==> run_1/class_map.png <==
Scale: 3 px per um.
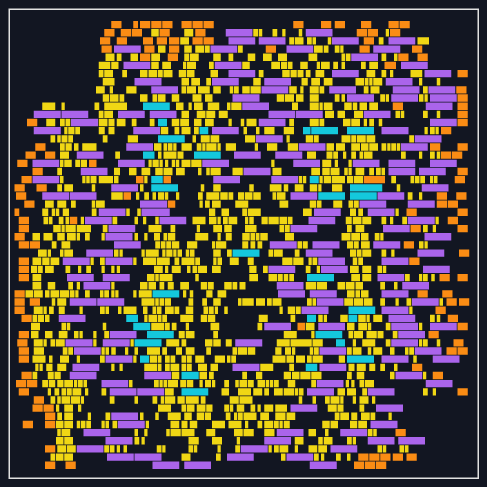
==> run_1/sizing.png <==
Scale: 2 px per um.
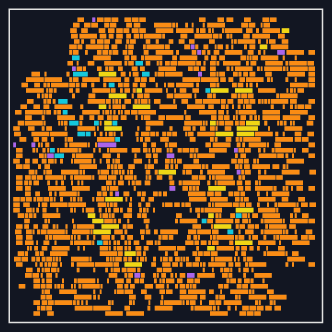
==> run_1/m3.png <==
Scale: 2 px per um.
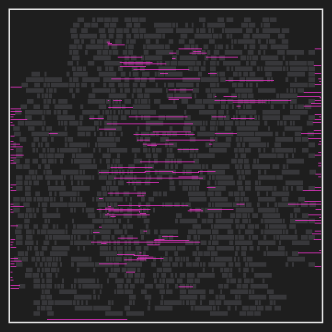
$ cat config.mk
export PLATFORM = sky130hd
export DESIGN_NAME = divider
export DESIGN_NICKNAME = d
export VERILOG_FILES = /design/src/rtl/divider.sv
export SDC_FILE = /design/constraint.sdc
export NUM_CORES = 1
export LEC_CHECK = 0
export CAP_MARGIN = 20
export CORE_UTILIZATION = 46
export DETAILED_ROUTE_END_ITERATION = 8
export PLACE_DENSITY = 0.68
export SLEW_MARGIN = 30
export SYNTH_ARGS = -nofsm -noshare
export SYNTH_HDL_FRONTEND = slang
export SYNTH_SLANG_ARGS = --single-unit
$ cat constraint.sdc
create_clock -name clk -period 10.8 [get_ports clk]
set_input_delay 1.08 -clock clk [delete_from_list [all_inputs] [get_ports clk]]
set_output_delay 1.08 -clock clk [all_outputs]
set_load 0.01 [all_outputs]
$ cat src/rtl/divider.sv
// Sequential 32-bit signed divider with MIPS DIV semantics.
// One restoring step per clock on unsigned magnitudes; signs are fixed up when the result is loaded.
module divider (
    input  logic        clk,
    input  logic        reset,
    input  logic        div,
    input  logic [31:0] a,
    input  logic [31:0] b,
    output logic [31:0] high,
    output logic [31:0] low,
    output logic        div_end,
    output logic        div_zero,
    output logic        busy
);

    typedef enum logic [1:0] {
        IDLE = 2'd0,
        CALC = 2'd1,
        DONE = 2'd2
    } state_t;

    state_t      r_state;
    state_t      w_nextState;

    logic [5:0]  r_count;
    logic [31:0] r_rem;
    logic [31:0] r_quo;
    logic [31:0] r_absB;
    logic        r_negQuo;
    logic        r_negRem;

    logic [31:0] w_absA;
    logic [31:0] w_absB;
    logic        w_start;
    logic        w_zero;
    logic        w_lastStep;
    logic [32:0] w_shifted;
    logic [32:0] w_diff;
    logic        w_fits;

    // Magnitudes; the most negative value maps onto 0x80000000 as an unsigned number.
    assign w_absA     = a[31] ? (~a + 32'd1) : a;
    assign w_absB     = b[31] ? (~b + 32'd1) : b;

    assign w_start    = (r_state == IDLE) && div && (b != 32'd0);
    assign w_zero     = (r_state == IDLE) && div && (b == 32'd0);
    assign w_lastStep = (r_count == 6'd31);

    // The dividend sits in r_quo and shifts into the remainder one bit per step.
    assign w_shifted  = {r_rem, r_quo[31]};
    assign w_diff     = w_shifted - {1'b0, r_absB};
    assign w_fits     = (w_shifted >= {1'b0, r_absB});

    assign busy       = (r_state != IDLE);

    always_ff @(posedge clk or posedge reset) begin
        if (reset) begin
            r_state <= IDLE;
        end else begin
            r_state <= w_nextState;
        end
    end

    always_comb begin
        w_nextState = r_state;
        case (r_state)
            IDLE: begin
                if (w_start) begin
                    w_nextState = CALC;
                end
            end
            CALC: begin
                if (w_lastStep) begin
                    w_nextState = DONE;
                end
            end
            DONE: begin
                w_nextState = IDLE;
            end
            default: begin
                w_nextState = IDLE;
            end
        endcase
    end

    always_ff @(posedge clk or posedge reset) begin
        if (reset) begin
            r_count  <= 6'd0;
            r_rem    <= 32'd0;
            r_quo    <= 32'd0;
            r_absB   <= 32'd0;
            r_negQuo <= 1'b0;
            r_negRem <= 1'b0;
            high     <= 32'd0;
            low      <= 32'd0;
            div_end  <= 1'b0;
            div_zero <= 1'b0;
        end else begin
            div_end  <= 1'b0;
            div_zero <= 1'b0;
            case (r_state)
                IDLE: begin
                    if (w_start) begin
                        r_quo    <= w_absA;
                        r_absB   <= w_absB;
                        r_rem    <= 32'd0;
                        r_count  <= 6'd0;
                        r_negRem <= a[31];
                        r_negQuo <= a[31] ^ b[31];
                    end else if (w_zero) begin
                        div_zero <= 1'b1;
                    end
                end
                CALC: begin
                    r_rem   <= w_fits ? w_diff[31:0] : w_shifted[31:0];
                    r_quo   <= {r_quo[30:0], w_fits};
                    r_count <= r_count + 6'd1;
                end
                DONE: begin
                    low     <= r_negQuo ? (~r_quo + 32'd1) : r_quo;
                    high    <= r_negRem ? (~r_rem + 32'd1) : r_rem;
                    div_end <= 1'b1;
                end
                default: begin
                    r_count <= 6'd0;
                end
            endcase
        end
    end

endmodule

==> results.txt, run 1 <==
run results: status complete, no violations, Leakage around 5.5 nW, antenna cell count 0, CP required about 11 ns, Non-CTS inverters roughly 52, ys flops ~170, Final setup viols 0, CP Class in -> reg, Largest type area fraction 0.395, M1 WL between 10 and 15 mm, share of post-route cells with drive strength above 1 0.0497, Sw Share 0.446, kind of start point of the critical path primary input, internal power 1.89 mW, CP Max Fanout 59, largest net degree at the start of global routing 101, Die Wd 156 um, Dominant flop cell dfrtp_1, count of input and output buffers between 100 and 150, drt drc 0, post-DR wirelength/cell between 15 and 20 um, Crit path depth 10, GR Util met3 0.0281, Tapcell Cnt between 300 and 400, stage-log warning count 28, all-layer global routing usage 0.234, via/cell ratio 5.61, Simple Share, Synth 0.154, endpoint class of the critical path flip-flop, Flop area 4310 um^2, mux share 0.0243, minimum clock period approximately 4.2 ns, global-route wire length before repair about 45 mm, clock-pin slew of the registers on the worst-case setup and hold paths roughly 0.070 ns, Hold-fix buffers, CTS 0, met3 WL ~1.4 mm, Vias a little over 9000
About class_map.png:
| class | color | cells | share of their area |
|---|---|---|---|
| registers | purple | 172 | 34% |
| remaining logic cells | yellow | 1001 | 50% |
| clock drivers and dummy loads | cyan | 32 | 4.7% |
| remaining buffers and delay cells | orange | 142 | 11% |

About sizing.png:
| size | color | cells |
|---|---|---|
| x3 and x4 | cyan | 20 |
| x6 and larger | yellow | 30 |
| x1 and smaller | orange | 1280 |
| x2 | purple | 17 |

About m3.png:
nets with wire on the layer: 144
share of all routed wire: 5.1%
longest straight run: 54.3 um
wire length on this layer: 1410 um
main direction: horizontal

==> run_1/placed.png <==
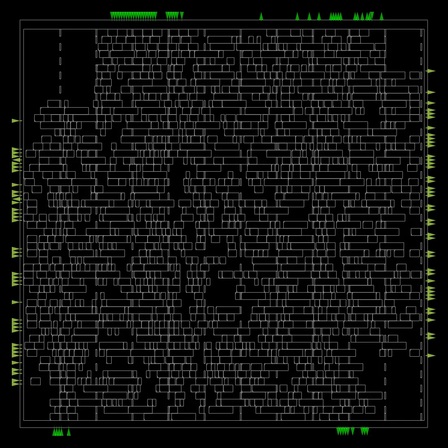

## Run 2: what changed since run 1
- PLACE_DENSITY: 0.68 -> 0.71
- clock period: 10.8 -> 3.8 ns (I/O delays scaled with it)
==> run_2/placed.png <==
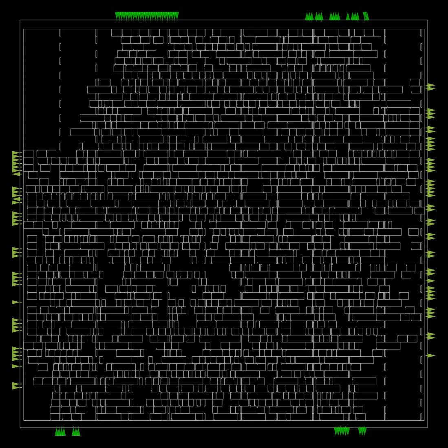
Core Rows: 55
Flop Count: 172
Final Core Density: 0.589
core footprint: 22900 um^2

==> run 2 against run 1 <==
Effect of this change: routed wire length grew 3.5%; non-clock buffer count is 46 higher; synthesized cell count stayed put; critical path type is now reg -> reg.
==> results.txt, run 2 <==
run results: status complete, no violations, Hold-fix buffers, CTS 0, flop share of the area 0.319, count of input and output buffers approximately 130, Die Wd 156 um, kind of start point of the critical path flip-flop, largest net degree at the start of global routing 79, Largest type area fraction 0.395, CP Class reg -> reg, Top delay family on crit path simple AND/OR/NAND/NOR gates, largest area contributor in the netlist dfrtp_1, RePlAce Congestion 0.938, Simple Share, Synth 0.154, stage-log warning count 26, dpl hpwl roughly 22 mm, R2R Setup Slk about 0.22 ns, Slew @ Worst Pin just over 0.9 ns, antenna cell count 0, asr flop ratio synth 1.00, root buf cell clkbuf_16, mi-comb count about 950, CP required around 4.1 ns, Fin. Hold Viols 0, Worst Skew between 0.01 and 0.015 ns, ys flops between 150 and 200, share of post-route cells with drive strength above 1 0.0797, floorplan core density 0.475, slew margin rel. 0.386, met3 WL around 1.5 mm, crit path DAT 3.92 ns, Crit path depth 11, M1 WL around 15 mm, Sw Share 0.440, Critical Path End r_rem[16], clock-pin slew of the registers on the worst-case setup and hold paths approximately 0.07 ns, chip area ~24000 um^2, vias in the first global route a little under 9000, clock latency on the worst-skew pair approximately 0.44 ns, top sig layer met4, Yosys Chip Area 10900 um^2, period utilization 0.941, dpl ws between 0.08 and 0.09 ns, cell count after synthesis roughly 1200, Non-clock buffers around 190, antenna viol nets, final 0, drt drc 0, 1st-iter DRT viols 632, Reg2Reg Launch Point r_rem[14], Final setup viols 0, yosys cell count around 1200, internal power 5.75 mW, Synth cell types 57, Vias ~9600, Top logic family AND-OR/OR-AND gates, origin of the worst setup path r_rem[14], GR peak layer met1, RSZ-0062 raised after global routing false, global-route wire length before repair 46.8 mm, Flop area 4310 um^2, multi-input combinational area share 0.456, all-layer global routing usage 0.243, CP peak stage delay roughly 0.58 ns, Ports 134, Post-Synth Adder-Cell Area 0.0444, Layout fillers roughly 2000, Leakage between 5 and 6 nW, main area contributors dfrtp_1, o21ai_0, xor2_1, nand2_1, ha_1, Tapcell Cnt about 310, endpoint class of the critical path flip-flop, Post-synth EDFFs 0, minimum clock period ~3.6 ns, Synth Net Count roughly 1300, Non-CTS inverters 52, Top cells excl fill/tap o21ai_0, nand2_1, dfrtp_1, clkdlybuf4s50_1, xor2_1, mux share 0.0243, post-DR wirelength/cell roughly 17 um, Post-CTS Resized 0, via/cell ratio 5.62, CP Max Fanout 13, area grow syn2layout 24.0%, Dominant flop cell dfrtp_1, cell type taking the most area combinational gates, GR Util met3 0.0317, CTS H-tree depth 4, crit-path cells ha_1, and3_1, nand3_1, or4_1, or4_1, and3_1, a21oi_2, buf_12, buf_12, nand2_1, o21ai_0
==> run_2/sizing.png <==
Scale: 2 px per um.
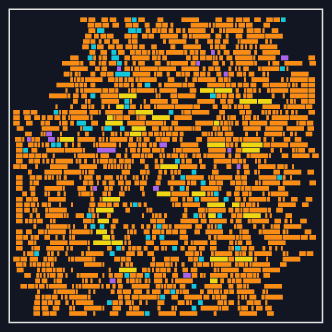

## Run 3: what changed since run 2
- CORE_MARGIN: not set -> 8
- HOLD_SLACK_MARGIN: not set -> 0.15
==> run_3/sizing.png <==
Scale: 2 px per um.
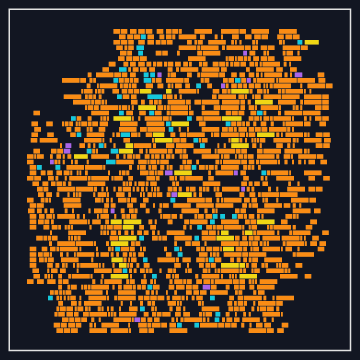
Non-clock buffers: 184
worst setup margin: 0.209 ns
design area: 13500 um^2

==> run 3 against run 2 <==
Effect of this change: sequential power hardly changed; synthesized area stayed put; maximum frequency is 0.41% lower; setup slack worse by 0.015 ns; sequential cell count stayed put; synthesized cell count stayed put; critical path depth is 2 lower; worst hold slack worse by 0.034 ns; final area is 0.26% lower; clock skew is 0.0020 ns lower; count of clock-buffer cells in the layout stayed put.
==> results.txt, run 3 <==
run results: endpoint class of the critical path flip-flop, period utilization 0.945, chip area between 20000 and 30000 um^2, GR peak layer met1, root buf cell clkbuf_16, Die Wd 170 um, vias in the first global route between 9000 and 10000, Post-Synth Adder-Cell Area 0.0444, Non-CTS inverters 52, Slew @ Worst Pin roughly 0.9 ns, R2R Setup Slk ~0.21 ns, Fin. Hold Viols 0, stage-log warning count 28, slew margin rel. 0.389, cell type taking the most area combinational gates, Hold-fix buffers, CTS 0, minimum clock period about 3.6 ns, mux share 0.0243, CTS H-tree depth 4, Synth Warn # 0, clock-pin slew of the registers on the worst-case setup and hold paths about 0.080 ns, asr flop ratio synth 1.00, Max IR drop VDD about 360 uV, Final setup viols 0, all-layer global routing usage 0.201, fin cells around 1700, Vias approximately 9600, met3 WL roughly 1.9 mm, worst hold margin ~0.40 ns, dpl ws 0.106 ns, multi-input combinational area share 0.458, Post-synth EDFFs 0, Crit path depth 9, Layout fillers 2066, antenna viol nets, final 0, via/cell ratio 5.59, M1 WL about 15 mm, Worst Skew 0.00985 ns, aoi share 0.226, comb. cell area 6160 um^2, kind of start point of the critical path flip-flop, 1st-iter DRT viols around 750, flop share of the area 0.320, CP Class reg -> reg, count of input and output buffers between 100 and 150, Critical Path End r_rem[30], antenna cell count 0, Top cells excl fill/tap o21ai_0, nand2_1, dfrtp_1, clkdlybuf4s50_1, xor2_1, dpl hpwl 22.2 mm, Simple Share, Synth 0.154, yosys cell count 1240, floorplan core density 0.467, Ports between 100 and 150, Yosys Chip Area 10900 um^2, Flop area 4300 um^2, largest area contributor in the netlist dfrtp_1, Final Core Density 0.577, Synth cell types between 50 and 60, Post-CTS Resized 0, GR Util met3 0.0352, RSZ-0062 raised after global routing false, share of post-route cells with drive strength above 1 0.0763, CP peak stage delay a little under 0.6 ns, global-route wire length before repair about 48 mm, Synth Net Count about 1300, NetSw roughly 4.5 mW, synth cell count leaders o21ai_0, nand2_1, dfrtp_1, Reg2Reg Launch Point r_rem[14], Core Rows ~56, crit path DAT around 4 ns, M1 GR Usage 0.314, Dominant flop cell dfrtp_1, cell count after synthesis approximately 1200, crit-path cells ha_1, and3_1, nand3_1, or4_1, or4_1, and3_1, a21o_1, or4_1, nand3_1, core footprint 23300 um^2, ys flops about 170, main area contributors dfrtp_1, o21ai_0, xor2_1, nand2_1, ha_1, clock latency on the worst-skew pair 0.44 ns, Flop Count roughly 170, mi-comb count between 900 and 1000, CP Max Fanout 13, WL met2 approximately 12 mm, status complete, no violations, Top logic family AND-OR/OR-AND gates, post-DR wirelength/cell approximately 17 um
No activity file was given, so power comes from the tool's default toggle rates.
